`config.mk`:
```
export PLATFORM = sky130hd
export DESIGN_NAME = tcm_dport_arb
export DESIGN_NICKNAME = d
export VERILOG_FILES = /design/src/rtl/tcm_arb_pkg.sv /design/src/rtl/tcm_arb_tag_fifo.sv /design/src/rtl/tcm_dport_arb.sv
export SDC_FILE = /design/constraint.sdc
export NUM_CORES = 1
export LEC_CHECK = 0
export CAP_MARGIN = 40
export CORE_AREA = 4 4 121 123
export CTS_CLUSTER_SIZE = 16
export DETAILED_ROUTE_END_ITERATION = 12
export DIE_AREA = 0 0 125 127
export HOLD_SLACK_MARGIN = 0.1
export RECOVER_POWER = 100
export SYNTH_ARGS = -nofsm -noshare
export SYNTH_HDL_FRONTEND = slang
export SYNTH_HIERARCHICAL = 1
export SYNTH_SLANG_ARGS = --single-unit
export TNS_END_PERCENT = 100
```
`constraint.sdc`:
```
create_clock -name clk_i -period 2.45 [get_ports clk_i]
set_clock_uncertainty 0.2 [all_clocks]
set_input_delay 0.245 -clock clk_i [delete_from_list [all_inputs] [get_ports clk_i]]
set_output_delay 0.245 -clock clk_i [all_outputs]
set_load 0.03 [all_outputs]
```
`src/rtl/tcm_arb_pkg.sv`:
```
// Shared types for the TCM data-port arbiter: requester IDs and the requester count.
package tcm_arb_pkg;

    typedef enum logic {
        REQ_CORE = 1'b0,
        REQ_SPI  = 1'b1
    } req_id_t;

    localparam int N_REQ = 2;

endpackage

```
`src/rtl/tcm_arb_tag_fifo.sv`:
```
// In-order FIFO of requester IDs, one entry per accepted-but-unacknowledged transaction.
module tcm_arb_tag_fifo
    import tcm_arb_pkg::*;
#(
    parameter int DEPTH = 4
) (
    input  logic    clk_i,
    input  logic    rst_i,
    input  logic    push_i,
    input  req_id_t push_id_i,
    input  logic    pop_i,
    output logic    full_o,
    output logic    empty_o,
    output req_id_t head_o
);

    localparam int PW = $clog2(DEPTH);
    localparam int CW = PW + 1;

    req_id_t       mem_q [DEPTH];
    logic [PW-1:0] wr_ptr_q, wr_ptr_d;
    logic [PW-1:0] rd_ptr_q, rd_ptr_d;
    logic [CW-1:0] count_q, count_d;
    logic          do_push;
    logic          do_pop;

    assign full_o  = (count_q == CW'(DEPTH));
    assign empty_o = (count_q == '0);
    assign do_push = push_i & ~full_o;
    assign do_pop  = pop_i & ~empty_o;
    assign head_o  = mem_q[rd_ptr_q];

    // Pointers are exactly log2(DEPTH) wide, so they wrap modulo DEPTH for free.
    always_comb begin
        wr_ptr_d = wr_ptr_q;
        rd_ptr_d = rd_ptr_q;
        count_d  = count_q;
        if (do_push) wr_ptr_d = wr_ptr_q + PW'(1);
        if (do_pop)  rd_ptr_d = rd_ptr_q + PW'(1);
        if (do_push && !do_pop)      count_d = count_q + CW'(1);
        else if (!do_push && do_pop) count_d = count_q - CW'(1);
    end

    always_ff @(posedge clk_i or posedge rst_i) begin
        if (rst_i) begin
            wr_ptr_q <= '0;
            rd_ptr_q <= '0;
            count_q  <= '0;
        end else begin
            wr_ptr_q <= wr_ptr_d;
            rd_ptr_q <= rd_ptr_d;
            count_q  <= count_d;
        end
    end

    always_ff @(posedge clk_i) begin
        if (do_push) mem_q[wr_ptr_q] <= push_id_i;
    end

endmodule

```
`src/rtl/tcm_dport_arb.sv`:
```
// Round-robin arbiter with SPI lock sharing the TCM data port between the core LSU and the
// SPI loader; responses are steered back in order using a tag FIFO.
module tcm_dport_arb
    import tcm_arb_pkg::*;
#(
    parameter int OUTST_DEPTH = 4
) (
    input  logic        clk_i,
    input  logic        rst_i,

    input  logic [31:0] core_addr_i,
    input  logic [31:0] core_data_wr_i,
    input  logic        core_rd_i,
    input  logic [3:0]  core_wr_i,
    output logic        core_accept_o,
    output logic        core_ack_o,
    output logic [31:0] core_data_rd_o,
    output logic        core_error_o,

    input  logic [31:0] spi_addr_i,
    input  logic [31:0] spi_data_wr_i,
    input  logic        spi_rd_i,
    input  logic [3:0]  spi_wr_i,
    output logic        spi_accept_o,
    output logic        spi_ack_o,
    output logic [31:0] spi_data_rd_o,
    output logic        spi_error_o,

    input  logic        spi_lock_i,

    output logic [31:0] mem_addr_o,
    output logic [31:0] mem_data_wr_o,
    output logic        mem_rd_o,
    output logic [3:0]  mem_wr_o,
    input  logic        mem_accept_i,
    input  logic        mem_ack_i,
    input  logic        mem_error_i,
    input  logic [31:0] mem_data_rd_i,

    output logic        busy_o,
    output logic        spurious_o
);

    // Handshake: a request is (rd | |wr); it completes in the cycle accept is high, and a
    // requester keeps its request stable until then. A stalled request keeps the grant.
    logic [N_REQ-1:0] req_vld;
    req_id_t          gnt;
    logic             gnt_vld;
    logic             fwd;
    logic             acc;
    logic             pop;
    logic             fifo_full;
    logic             fifo_empty;
    req_id_t          fifo_head;

    logic    hold_q, hold_d;
    req_id_t gnt_q, gnt_d;
    req_id_t last_q, last_d;
    logic    spurious_q, spurious_d;

    assign req_vld[0] = (core_rd_i | (|core_wr_i)) & ~spi_lock_i;
    assign req_vld[1] = spi_rd_i | (|spi_wr_i);

    always_comb begin
        gnt = gnt_q;
        if (!hold_q) begin
            if (&req_vld)        gnt = (last_q == REQ_CORE) ? REQ_SPI : REQ_CORE;
            else if (req_vld[1]) gnt = REQ_SPI;
            else                 gnt = REQ_CORE;
        end
    end

    assign gnt_vld = (gnt == REQ_SPI) ? req_vld[1] : req_vld[0];
    assign fwd     = gnt_vld & ~fifo_full;
    assign acc     = fwd & mem_accept_i;
    assign pop     = mem_ack_i & ~fifo_empty;

    assign mem_addr_o    = (gnt == REQ_SPI) ? spi_addr_i : core_addr_i;
    assign mem_data_wr_o = (gnt == REQ_SPI) ? spi_data_wr_i : core_data_wr_i;
    assign mem_rd_o      = fwd & ((gnt == REQ_SPI) ? spi_rd_i : core_rd_i);
    assign mem_wr_o      = fwd ? ((gnt == REQ_SPI) ? spi_wr_i : core_wr_i) : 4'h0;

    assign core_accept_o = acc & (gnt == REQ_CORE);
    assign spi_accept_o  = acc & (gnt == REQ_SPI);

    assign core_ack_o     = pop & (fifo_head == REQ_CORE);
    assign spi_ack_o      = pop & (fifo_head == REQ_SPI);
    assign core_error_o   = core_ack_o & mem_error_i;
    assign spi_error_o    = spi_ack_o & mem_error_i;
    assign core_data_rd_o = mem_data_rd_i;
    assign spi_data_rd_o  = mem_data_rd_i;

    assign busy_o     = ~fifo_empty;
    assign spurious_o = spurious_q;

    // A held requester that drops its request (or is masked by the lock) releases the hold.
    always_comb begin
        hold_d     = hold_q;
        gnt_d      = gnt_q;
        last_d     = last_q;
        spurious_d = spurious_q | (mem_ack_i & fifo_empty);
        if (acc) begin
            hold_d = 1'b0;
            last_d = gnt;
        end else if (gnt_vld) begin
            hold_d = 1'b1;
            gnt_d  = gnt;
        end else begin
            hold_d = 1'b0;
        end
    end

    always_ff @(posedge clk_i or posedge rst_i) begin
        if (rst_i) begin
            hold_q     <= 1'b0;
            gnt_q      <= REQ_CORE;
            last_q     <= REQ_SPI;
            spurious_q <= 1'b0;
        end else begin
            hold_q     <= hold_d;
            gnt_q      <= gnt_d;
            last_q     <= last_d;
            spurious_q <= spurious_d;
        end
    end

    tcm_arb_tag_fifo #(
        .DEPTH (OUTST_DEPTH)
    ) u_tag_fifo (
        .clk_i     (clk_i),
        .rst_i     (rst_i),
        .push_i    (acc),
        .push_id_i (gnt),
        .pop_i     (pop),
        .full_o    (fifo_full),
        .empty_o   (fifo_empty),
        .head_o    (fifo_head)
    );

endmodule

```
==> Changelog: implementation, run 1 <==
### Physical design

* YS warnings at 6
* Final clock-cell share at 0.0150
* Gpl congestion at 0.850
* Area reported by Yosys stat at 2550 um2
* Top-count cell post-synth: buf_4
* RR Startpoint: gnt_q
* Most frequent cells in the layout: clkdlybuf4s50_1 (132), buf_6 (56), buf_4 (51)
* Final Hold Fails at 0
* P_sw at 2.44 mW
* Io pins at 317
* GR Util met3 at 0.0840
* Number of post-CTS setup repair buffers at 8
* Clock share of power at 0.053
* Most numerous logic cell after layout: clkdlybuf4s50_1
* Max Freq at 0.400 GHz
* Die Width at 125 um
* Die Y at 127 um
* Main logic family: multiplexers
* Met1 Resource Use GR at 0.143
* Initial antenna violation count at 5
* Synth mux share at 0.376
* Max power group: combinational logic
* Yosys xor share at 0.0206
* Logic share of the area at 0.308
* Outcome: finished with violations
* Crit path buffers/inverters at 4
* Post-route setup slack at -0.0528 ns
* Sequential area share after synthesis at 0.156
* DRC at 0
* Worst relative slew slack at 0.728
* Largest regs: u_tag_fifo/mem_q (4), u_tag_fifo/count_q (3)
* Violated checks: negative setup slack
* Number of flip-flops under the largest register name at 4
* Dpl hpwl at 9460 um
* Fp util at 0.187
* Final setup fails at 38
* Crit Path Class: input port to output port
* Met2 routed WL at 5410 um
* Largest net degree at the start of global routing at 12
* Synthesized area per cell at 10.8 um2
* Placed Area at 4690 um2
* Post_cts resized at 241
* Flop share of the area at 0.0756
* WL final at 11400 um
* Layer with the highest usage: met2
Fig. 1: run 1, M2 wires
Drawn at 2 px/um.
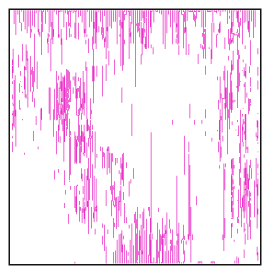
longest straight run: 50.0 um
wire length on this layer: 5410 um
nets with wire on the layer: 567
main direction: vertical

Fig. 2: run 1, clock routing
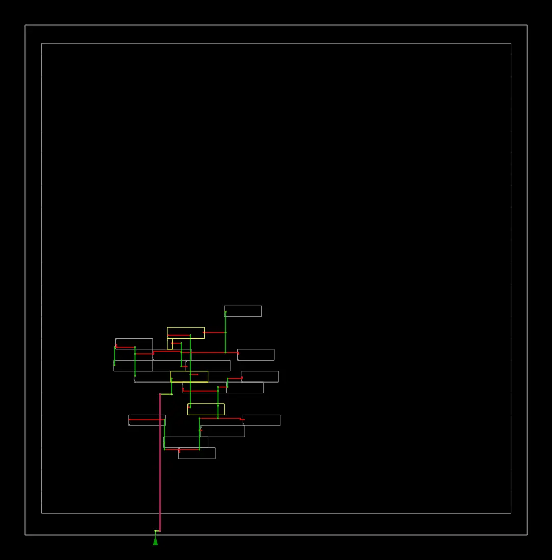
CTS sink cnt: 15
power in the clock group: 0.311 mW
seq_cells: 15
clkbuf count: 4
Num CTS Buffers: 3

Fig. 3: run 1, signal wires by layer
Drawn at 3 px/um.
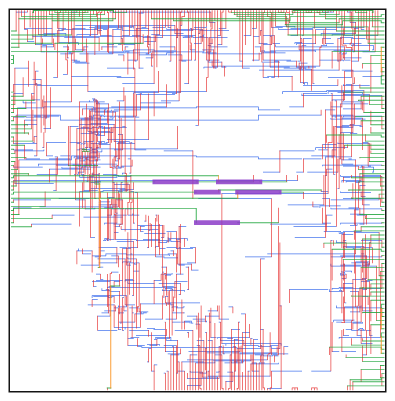
[orange] met4 | wire length: 87.0 um
[blue] met1 | wire length: 4210 um
[purple] met5 | wire length: 62.6 um
[green] met3 | wire length: 1670 um
[red] met2 | wire length: 5410 um

## Run 2: what changed since run 1
- CORE_AREA: 4 4 121 123 -> 4 4 122 124
- DIE_AREA: 0 0 125 127 -> 0 0 126 128
- TNS_END_PERCENT: 100 -> 30
Fig. 4: run 2, M2 wires
Drawn at 2 px/um.
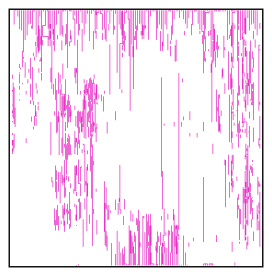
nets with wire on the layer: 563
share of all routed wire: 47%
main direction: vertical
routing usage on met2: 0.205
WL final: 11300 um

Fig. 5: run 2, signal wires by layer
Drawn at 3 px/um.
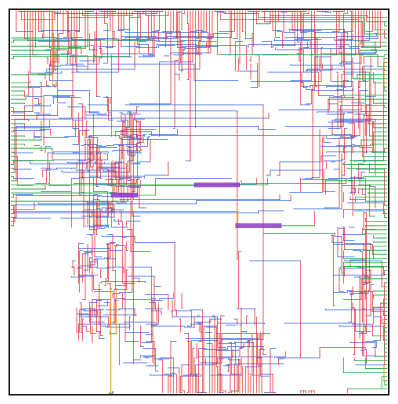
[red] met2 | wire length: 5250 um
[orange] met4 | wire length: 97.2 um
[green] met3 | wire length: 1510 um
[blue] met1 | wire length: 4380 um
[purple] met5 | wire length: 35.0 um

Fig. 6: run 2, power grid
Drawn at 3 px/um. Pins as bars on the die edge. Tap cells in gray.
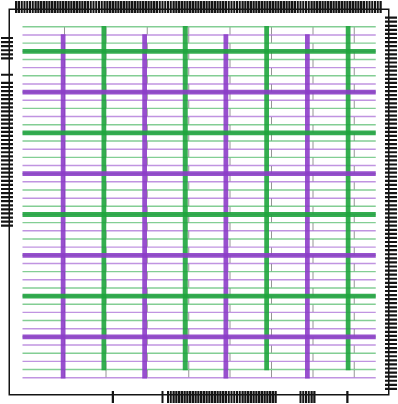
[green] VDD
[purple] VSS
tap cells: 180
met4 straps: 8
met5 straps: 8
rows: 43
Peak supply drop: 0.543 mV
core box area: 13800 um2
Die Y: 128 um

==> run 2 against run 1 <==
The flow still finishes with violations (negative setup slack). Cell area up 0.93%. Via count down 1.0%. Worst setup slack worse by 0.041 ns. Global-route usage down 0.15 points. Combinational power about the same. Power up 0.49%. Count of clock-buffer cells in the layout unchanged. Non-clock buffer count up 6. Utilization up 0.053 points. Hold slack worse by 0.0070 ns. Largest power group unchanged.
==> Changelog: implementation, run 2 <==
### Physical design

* P_sw at 2.44 mW
* Yosys xor share at 0.0206
* Max Freq at 0.393 GHz
* Top-count cell post-synth: buf_4
* Die Width at 126 um
* Most frequent cells in the layout: clkdlybuf4s50_1 (133), buf_6 (66), mux2_4 (53)
* Outcome: finished with violations
* Number of post-CTS setup repair buffers at 17
* Post-route setup slack at -0.0942 ns
* DRC at 0
* Placed Area at 4670 um2
* Io pins at 317
* Most numerous logic cell after layout: clkdlybuf4s50_1
* Sequential area share after synthesis at 0.156
* Layer with the highest usage: met2
* Met2 routed WL at 5250 um
* Synthesized area per cell at 10.8 um2
* Initial antenna violation count at 3
* Gpl congestion at 0.829
* Largest regs: u_tag_fifo/mem_q (4), u_tag_fifo/count_q (3)
* Final Hold Fails at 0
* Met1 Resource Use GR at 0.154
* Final setup fails at 32
* Logic share of the area at 0.308
* YS warnings at 6
* Number of flip-flops under the largest register name at 4
* Main logic family: multiplexers
* CTS sink cnt at 15
* Violated checks: negative setup slack
* Area reported by Yosys stat at 2550 um2
* Flop share of the area at 0.0749
* Num CTS Buffers at 3
No activity file was given, so power comes from the tool's default toggle rates.
